Signal wires on met1:
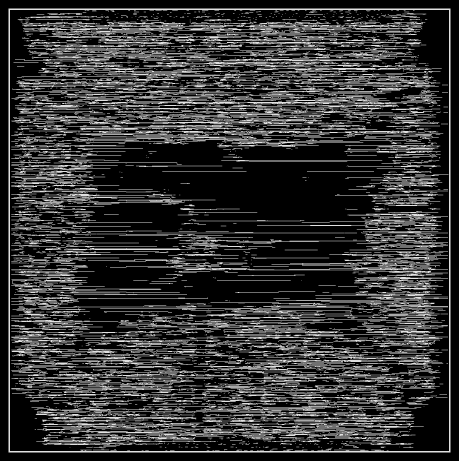
Signal wires on met2:
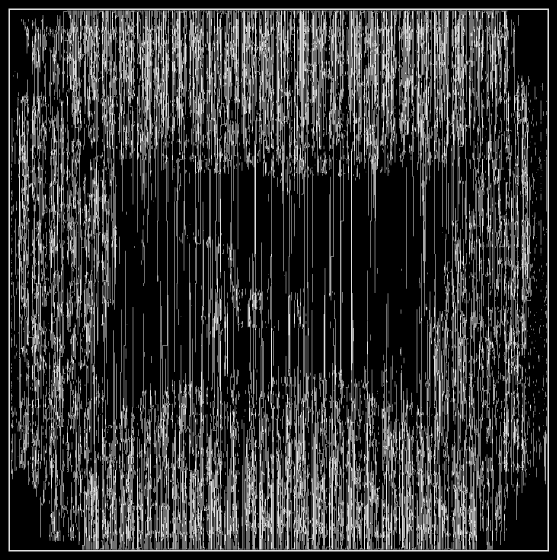
Met3 routing:
Bar = 100 µm.
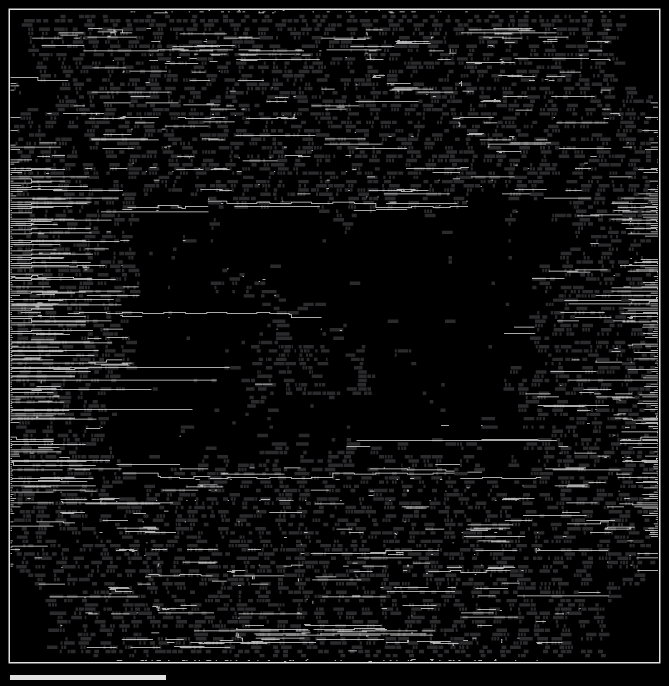
File: config.mk
export PLATFORM = sky130hd
export DESIGN_NAME = reg_bank_writer
export DESIGN_NICKNAME = d
export VERILOG_FILES = /design/src/rtl/reg_bank_writer.sv
export SDC_FILE = /design/constraint.sdc
export NUM_CORES = 2
export LEC_CHECK = 0
export ABC_CLOCK_PERIOD_IN_PS = 4950
export CORE_AREA = 2 2 415 417
export DETAILED_ROUTE_END_ITERATION = 10
export DIE_AREA = 0 0 417 419
export MAX_ROUTING_LAYER = met4
export PLACE_DENSITY = 0.42
export REMOVE_ABC_BUFFERS = 1
export SETUP_SLACK_MARGIN = 0.4
export SYNTH_ARGS = -nofsm -noshare
export SYNTH_HDL_FRONTEND = slang
export SYNTH_SLANG_ARGS = --single-unit
File: constraint.sdc
create_clock -name Clk -period 4.95 [get_ports Clk]
set_input_delay 0.99 -clock Clk [delete_from_list [all_inputs] [get_ports Clk]]
set_output_delay 0.99 -clock Clk [all_outputs]
set_load 0.02 [all_outputs]
File: src/rtl/reg_bank_writer.sv
// 32 x 32-bit register bank with single-port write decode and a sequential clear FSM.
// Define REG0_ZERO_EN to make register 0 read as constant zero (writes to it are acked but dropped).
module reg_bank_writer (
  input  logic        Clk,
  input  logic        Rst,
  input  logic        WrEn,
  input  logic [4:0]  WrAddr,
  input  logic [31:0] WrData,
  input  logic        ClrReq,
  output logic        Busy,
  output logic        WrAck,
  output logic        dbg_state,
  output logic [31:0] R0,  output logic [31:0] R1,  output logic [31:0] R2,  output logic [31:0] R3,
  output logic [31:0] R4,  output logic [31:0] R5,  output logic [31:0] R6,  output logic [31:0] R7,
  output logic [31:0] R8,  output logic [31:0] R9,  output logic [31:0] R10, output logic [31:0] R11,
  output logic [31:0] R12, output logic [31:0] R13, output logic [31:0] R14, output logic [31:0] R15,
  output logic [31:0] R16, output logic [31:0] R17, output logic [31:0] R18, output logic [31:0] R19,
  output logic [31:0] R20, output logic [31:0] R21, output logic [31:0] R22, output logic [31:0] R23,
  output logic [31:0] R24, output logic [31:0] R25, output logic [31:0] R26, output logic [31:0] R27,
  output logic [31:0] R28, output logic [31:0] R29, output logic [31:0] R30, output logic [31:0] R31
);

  // Handshake: WrEn is a one-cycle request sampled at the rising edge while idle;
  // WrAck pulses for the single cycle after an accepted write. No backpressure.

  typedef enum logic {IDLE = 1'b0, CLEAR = 1'b1} state_t;

`ifdef REG0_ZERO_EN
  localparam bit ZERO0 = 1'b1;
`else
  localparam bit ZERO0 = 1'b0;
`endif

  state_t      state, state_next;
  logic [4:0]  cnt, cnt_next;
  logic        ack_next;
  logic        wr_go;
  logic        clr_go;
  logic [31:0][31:0] bank;

  always_ff @(posedge Clk) begin
    if (Rst) begin
      state <= IDLE;
      cnt   <= '0;
      WrAck <= 1'b0;
    end else begin
      state <= state_next;
      cnt   <= cnt_next;
      WrAck <= ack_next;
    end
  end

  always_comb begin
    state_next = state;
    cnt_next   = cnt;
    ack_next   = 1'b0;
    wr_go      = 1'b0;
    clr_go     = 1'b0;
    case (state)
      IDLE: begin
        // A clear request beats a same-cycle write; the write is dropped unacked.
        if (ClrReq) begin
          state_next = CLEAR;
          cnt_next   = '0;
        end else if (WrEn) begin
          wr_go    = 1'b1;
          ack_next = 1'b1;
        end
      end
      CLEAR: begin
        clr_go   = 1'b1;
        cnt_next = cnt + 5'd1;
        if (cnt == 5'd31) state_next = IDLE;
      end
      default: state_next = IDLE;
    endcase
  end

  assign Busy      = (state == CLEAR);
  assign dbg_state = state;

  for (genvar g = 0; g < 32; g++) begin : g_reg
    if (ZERO0 && g == 0) begin : g_zero
      assign bank[g] = '0;
    end else begin : g_ff
      logic [31:0] q;
      always_ff @(posedge Clk) begin
        if (Rst)                          q <= '0;
        else if (clr_go && cnt == 5'(g))  q <= '0;
        else if (wr_go && WrAddr == 5'(g)) q <= WrData;
      end
      assign bank[g] = q;
    end
  end

  assign R0  = bank[0];  assign R1  = bank[1];  assign R2  = bank[2];  assign R3  = bank[3];
  assign R4  = bank[4];  assign R5  = bank[5];  assign R6  = bank[6];  assign R7  = bank[7];
  assign R8  = bank[8];  assign R9  = bank[9];  assign R10 = bank[10]; assign R11 = bank[11];
  assign R12 = bank[12]; assign R13 = bank[13]; assign R14 = bank[14]; assign R15 = bank[15];
  assign R16 = bank[16]; assign R17 = bank[17]; assign R18 = bank[18]; assign R19 = bank[19];
  assign R20 = bank[20]; assign R21 = bank[21]; assign R22 = bank[22]; assign R23 = bank[23];
  assign R24 = bank[24]; assign R25 = bank[25]; assign R26 = bank[26]; assign R27 = bank[27];
  assign R28 = bank[28]; assign R29 = bank[29]; assign R30 = bank[30]; assign R31 = bank[31];

endmodule

==> results.json <==
{
  "setup_ws_ns": 1.46,
  "cp-start-kind": "flop",
  "grt_pass1_vias": 39100,
  "ff_type": "dfxtp_1",
  "syn-instance-count": 4885,
  "edf_count": 0,
  "crit_family": "buffers and inverters",
  "cts_tree": "done",
  "logic_area_mm2": 0.0168,
  "grt_pass1_wl_um": 327000,
  "dieArea_mm2": 0.175,
  "topCellsByArea": "dfxtp_1 (52%), a21oi_1 (13%), nand3_1 (11%), o21ai_0 (11%), clkbuf_1 (4.0%)",
  "fin_tns_setup_ns": 0,
  "drive_above_1_share_pct": 7.58,
  "buffers": 1212,
  "dp_hpwl_um": 146000,
  "area_growth_pct": 42.0,
  "comb.multi_input.count": 3177,
  "ys_types": 40,
  "cp_slowest_cell": "clkdlybuf4s50_1",
  "path_buffers": 1,
  "aoi_share_pct": 26.2,
  "slowest_delay_ns": 0.91,
  "sh_seq_area_pct": 36.5,
  "outcome": "complete, no violations",
  "ff_latch_area_mm2": 0.0206,
  "synthSimpleGateAreaFrac_pct": 14.5,
  "die_width_um": 417,
  "crit_path_end_kind": "output pin",
  "crit_path_cell_trace": "clkdlybuf4s50_1",
  "n_antenna_cell": 7,
  "fillers": 17700,
  "hp-start": "R21[7]",
  "timing.rr.start": "Busy",
  "layout_top_cells": "clkdlybuf4s50_1 (1034), dfxtp_1 (1030), a21oi_1 (1027)",
  "cts_max_level": 4,
  "min_period_ns": 3.49,
  "clk_pin_slew_ns": 0.05,
  "io_pins": 1068,
  "rsz0062_at_grt": "no",
  "clkCellAreaFrac_pct": 7.51,
  "drt-pass1-iter-count": 5,
  "grt_usage_pct": 26.7
}
## Picture notes: 'signal wires on met1'
The longest straight run is 178 µm. The wires run mostly horizontal.

## Picture notes: 'signal wires on met2'
The layer carries 115 mm of wire. The wires run mostly vertical. The longest straight run is 193 µm.

## Picture notes: 'met3 routing'
The wires run mostly horizontal. The longest straight run is 141 µm.

## layer usage
metal / track usage [%] / share of wire (%)
met3: 5.48 / 6.3
met2: 42.9 / 48
met1: 31.8 / 40
met5: - / 0
met4: 13.3 / 5.6
## power breakdown
group	total [mW]	internal (mW)	switching, mW
combinational	1.31	0.207	1.10
sequential	8.35	8.33	0.0202
clock	9.70	5.67	4.04
total	19.4	14.2	5.16
## path summary, 6_finish.rpt
path	cells past startpoint	to	slack, ns
worst min-delay path	2	R21[7]	0.47
worst min register to register	2	R21[7]	0.47
worst max register to register	3	R3[5]	2.21
worst max-delay path	1	Busy	1.46
No activity file was given, so power comes from the tool's default toggle rates.
